`src/rtl/prod_arb_if.sv`:
```
// Producer-to-arbiter bundle: N request lanes in, one registered output channel out.
interface prod_arb_if #(
  parameter int SW = 2,
  parameter int W  = 8
) ();
  localparam int N = 1 << SW;

  logic [N-1:0]   req_val;
  logic [N*W-1:0] req_data;
  logic [N-1:0]   req_rdy;
  logic           val;
  logic [W-1:0]   data;
  logic [SW-1:0]  src;
  logic           busy;

  modport master (output req_val, req_data, input req_rdy, val, data, src, busy);
  modport slave  (input req_val, req_data, output req_rdy, val, data, src, busy);
endinterface

```
`src/rtl/prod_arb.sv`:
```
// Round-robin arbiter with burst hold: one grant per cycle, accepted word registered
// onto a single val/data/src channel feeding the accumulator.
module prod_arb #(
  parameter int SW    = 2,
  parameter int W     = 8,
  parameter int BURST = 4
) (
  input  logic     clk,
  input  logic     rst_b,
  prod_arb_if.slave bus
);
  localparam int N = 1 << SW;
  localparam logic [3:0] BURST_C = 4'(BURST);

  typedef enum logic {IDLE, HOLD} state_t;

  state_t        r_state;
  logic [SW-1:0] r_ptr, r_owner, r_src;
  logic [3:0]    r_cnt;
  logic          r_val, r_busy;
  logic [W-1:0]  r_data;

  logic          w_keep, w_found, w_gnt, w_nxt_hold;
  logic [SW-1:0] w_base, w_idx, w_win, w_gidx, w_owner_nx;

  always_comb begin
    w_owner_nx = r_owner + 1'b1;
    w_keep     = (r_state == HOLD) && bus.req_val[r_owner];
    // A dropped owner hands priority to its neighbour in the same cycle.
    w_base     = (r_state == HOLD) ? w_owner_nx : r_ptr;
    w_found    = 1'b0;
    w_win      = '0;
    w_idx      = '0;
    for (int k = N - 1; k >= 0; k--) begin
      w_idx = w_base + SW'(k);
      if (bus.req_val[w_idx]) begin
        w_found = 1'b1;
        w_win   = w_idx;
      end
    end
    w_gnt      = w_keep | w_found;
    w_gidx     = w_keep ? r_owner : w_win;
    w_nxt_hold = w_keep ? (r_cnt + 4'd1 != BURST_C) : (w_found && BURST != 1);
  end

  assign bus.req_rdy = w_gnt ? ({{(N-1){1'b0}}, 1'b1} << w_gidx) : '0;
  assign bus.val     = r_val;
  assign bus.data    = r_data;
  assign bus.src     = r_src;
  assign bus.busy    = r_busy;

  always_ff @(posedge clk or negedge rst_b) begin
    if (!rst_b) begin
      r_state <= IDLE;
      r_ptr   <= '0;
      r_owner <= '0;
      r_cnt   <= '0;
      r_val   <= 1'b0;
      r_data  <= '0;
      r_src   <= '0;
      r_busy  <= 1'b0;
    end else begin
      r_val  <= w_gnt;
      r_busy <= w_nxt_hold;
      if (w_gnt) begin
        r_data <= bus.req_data[w_gidx*W +: W];
        r_src  <= w_gidx;
      end
      if (w_keep) begin
        if (r_cnt + 4'd1 == BURST_C) begin
          r_state <= IDLE;
          r_ptr   <= w_owner_nx;
          r_cnt   <= '0;
        end else begin
          r_cnt   <= r_cnt + 4'd1;
        end
      end else if (w_found) begin
        r_owner <= w_win;
        r_cnt   <= 4'd1;
        if (BURST == 1) begin
          r_state <= IDLE;
          r_ptr   <= w_win + 1'b1;
        end else begin
          r_state <= HOLD;
          if (r_state == HOLD) r_ptr <= w_owner_nx;
        end
      end else if (r_state == HOLD) begin
        r_state <= IDLE;
        r_ptr   <= w_owner_nx;
        r_cnt   <= '0;
      end
    end
  end
endmodule

```
`src/flat_wrapper.sv`:
```
// flat-port wrapper written by rule: the top's interface ports become plain ports
module prod_arb_flat 
#(
  parameter int SW    = 2,
  parameter int W     = 8,
  parameter int BURST = 4
)
  (clk, rst_b, bus_req_val, bus_req_data, bus_req_rdy, bus_val, bus_data, bus_src, bus_busy);
  prod_arb_if #(.SW(SW), .W(W)) bus_i ();
  input  logic clk;
  input  logic rst_b;
  input wire logic [$bits(bus_i.req_val)-1:0] bus_req_val;
  input wire logic [$bits(bus_i.req_data)-1:0] bus_req_data;
  output wire logic [$bits(bus_i.req_rdy)-1:0] bus_req_rdy;
  output wire logic [$bits(bus_i.val)-1:0] bus_val;
  output wire logic [$bits(bus_i.data)-1:0] bus_data;
  output wire logic [$bits(bus_i.src)-1:0] bus_src;
  output wire logic [$bits(bus_i.busy)-1:0] bus_busy;
  assign bus_i.req_val = bus_req_val;
  assign bus_i.req_data = bus_req_data;
  assign bus_req_rdy = bus_i.req_rdy;
  assign bus_val = bus_i.val;
  assign bus_data = bus_i.data;
  assign bus_src = bus_i.src;
  assign bus_busy = bus_i.busy;
  prod_arb #(.SW(SW), .W(W), .BURST(BURST)) u_core (.clk(clk), .rst_b(rst_b), .bus(bus_i));
endmodule
```
`config.mk`:
```
export PLATFORM = sky130hd
export DESIGN_NAME = prod_arb_flat
export DESIGN_NICKNAME = d
export VERILOG_FILES = /design/src/rtl/prod_arb_if.sv /design/src/rtl/prod_arb.sv /design/src/flat_wrapper.sv
export SDC_FILE = /design/constraint.sdc
export NUM_CORES = 1
export LEC_CHECK = 0
export CORE_MARGIN = 1.5
export CORE_UTILIZATION = 35
export DETAILED_ROUTE_END_ITERATION = 16
export PLACE_DENSITY_LB_ADDON = 0.12
export SETUP_SLACK_MARGIN = 0.3
export SYNTH_ARGS = -nofsm -noshare
export SYNTH_HDL_FRONTEND = slang
export SYNTH_SLANG_ARGS = --single-unit
```
`constraint.sdc`:
```
create_clock -name clk -period 3.22 [get_ports clk]
set_clock_uncertainty 0.2 [all_clocks]
set_input_delay 0.805 -clock clk [delete_from_list [all_inputs] [get_ports clk]]
set_output_delay 0.805 -clock clk [all_outputs]
set_load 0.05 [all_outputs]
```
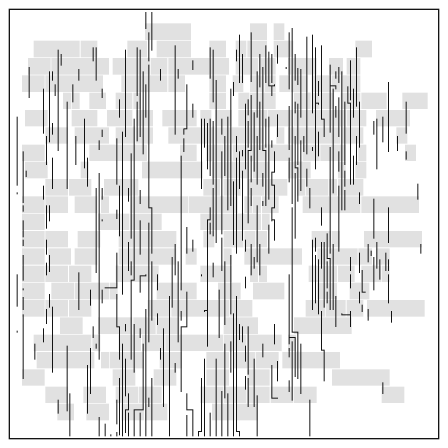
Fig. 1. Metal 2.
The longest straight run is 29.2 µm. The layer carries 2000 µm of wire. The wires run mostly vertical.
wire length reported by the detailed router: 4.03 mm
met2 routing resource usage after global routing: 33.7%

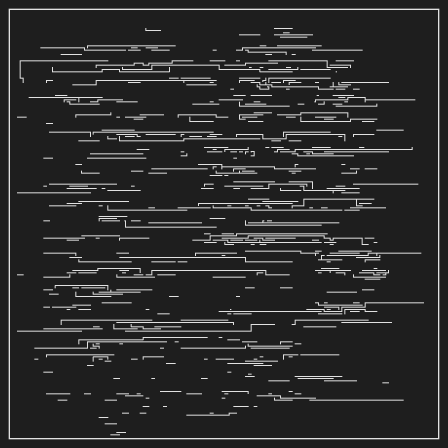
Fig. 2. Met1 routing.
223 nets have wire on it. The longest straight run is 19.8 µm.
grt met1 use: 25.2%
total vias in the final route: 1355

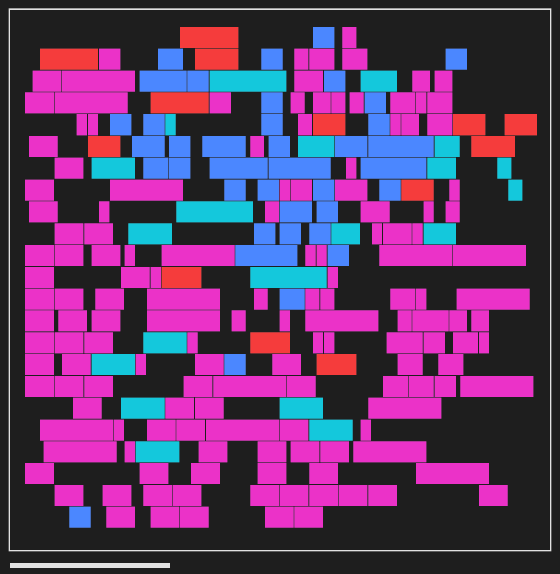
Fig. 3. Drive-strength map.
The bar under the picture is 20 µm long.
drive 1 or less: shown in magenta, cells 147, share 67%, most used clkdlybuf4s50_1. drive 6 and up: shown in red, cells 13, share 6.0%, most used buf_6. drive 3 to 4: shown in blue, cells 38, share 17%, most used buf_4. drive 2: shown in cyan, cells 20, share 9.2%, most used a221oi_2.
area overhead of the layout relative to synthesis: 64.3%
Buffers excl. clock: 82
worst setup margin: -0.00992 ns
post-route cell area: 2380 µm²

==> notes.md <==
yosys + openroad results -> Mapped Nets=180, arrival time at the worst endpoint=2.22 ns, CP startpoint=bus_req_val[3], fraction of area in multi-input gates=38.9%, Complex Gates by Area=22.8%, Worst Setup End Kind=primary output, Antenna Cells=0, number of enable flip-flop cells=0, Switching Power=0.00118 W, final instance count without filler cells=268, hold path start=u_core.bus.src[0], source of the worst register-to-register timing path=u_core.r_owner[1], ports placed on the boundary=54, buffers and inverters on the worst path=3, total power density per cell area=1060 nW/µm², Pint=0.00135 W, TritonCTS Buffers=3, worst setup margin=-0.00992 ns, ys flop type=sky130_fd_sc_hd__dfrtp_1, cell kind with the greatest summed area=logic gates, fraction of final layout cells sized beyond drive strength 1=32.6%, number of endpoints failing setup at the final stage=2, Std-Cell Core Area=4000 µm², number of nets with antenna violations after routing=0, Post-Place Cells=253, standard-cell row count=23, failing checks=negative setup slack, peak per-stage delay on the critical path=0.26 ns, Die Area=4530 µm², setup repair after global routing missed its margin=yes, initial drt markers=43, most common library cell in the layout ignoring fill and taps=sky130_fd_sc_hd__clkdlybuf4s50_1, outcome=finished, violations left, Slew headroom=58.9%, critical-path cell with the highest stage delay=sky130_fd_sc_hd__or2_4
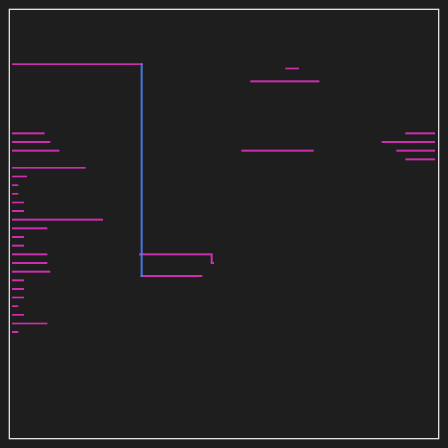
Fig. 4. Routed metal, one colour a layer.
Two of the layers only.
met3: shown in magenta, wire length 176 µm. met4: shown in blue, wire length 33.3 µm.

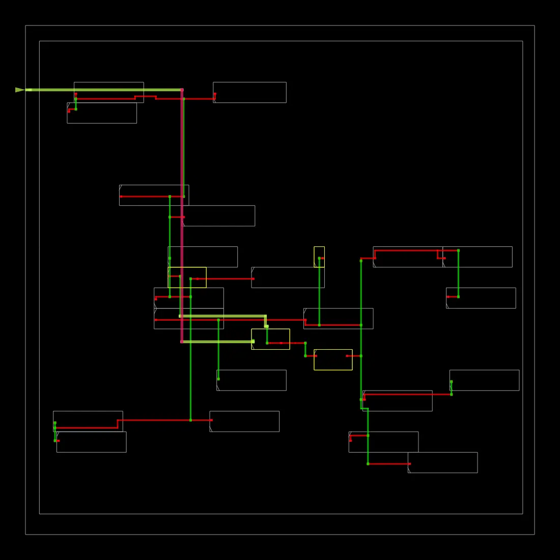
Fig. 5. Clock nets.
Clock buffer cells: 4
total clock sinks: 21

[cells in the mapped netlist (all sizes together) (2+ instances only)]
cell type	n	area, µm²
a21o	3	30.0
a21oi	5	25.0
a221oi	8	120
a22o	2	17.5
a31oi	3	25.0
and2	2	12.5
and3b	3	26.3
buf	7	65.1
dfrtp	21	526
ha	2	25.0
inv	6	22.5
mux2i	20	200
nand2	10	37.5
nand2b	3	18.8
nor2	13	48.8
nor3	5	25.0
nor4	2	33.8
o21ai	7	35.0
[state kept, by name (all words and copies together) (netlist names)]
signal / flops
u_core.bus.src: 2
u_core.r_ptr: 2
u_core.bus.data: 8
u_core.bus.busy: 1
u_core.r_cnt: 4
u_core.r_owner: 2
u_core.r_state: 1
u_core.bus.val: 1
[per-layer routing]
metal  track usage [%]  share of wire, %  up-vias  wire, µm
met3              4.17               4.4        2       176
met1              25.2                45      646      1820
met4              4.59              0.82        0        33
met5                 0                 0        -         0
li1                  -                 -      671         -
met2              33.7                50       36      2000
[worst paths after layout]
| path | end | slack [ns] | cells past startpoint |
|---|---|---|---|
| hold reg to reg | u_core.bus.src[0] | 0.30 | 2 |
| setup / recovery | bus_req_rdy[2] | -0.01 | 9 |
| min in group asynchronous | u_core.bus.data[1] | 0.69 | 2 |
| max in group asynchronous | u_core.r_state | 1.89 | 2 |
| hold / removal | u_core.bus.src[0] | 0.30 | 2 |
| setup reg to reg | u_core.bus.data[4] | 0.77 | 10 |
[metrics by stage]
step           power, W  hold WS (ns)
2_1_floorplan   0.00171         0.282
3_3_place_gp    0.00214         0.275
3_5_place_dp    0.00217         0.271
4_1_cts         0.00243         0.299
5_1_grt         0.00268         0.319
6_report        0.00253         0.295
[repair_timing]
action | in CTS | in global routing
pin swaps | 6 | 6
resized | 27 | 9
buffers inserted | 6 | 5
endpoints found under the setup margin | 12 | 4
No activity file was given, so power comes from the tool's default toggle rates.
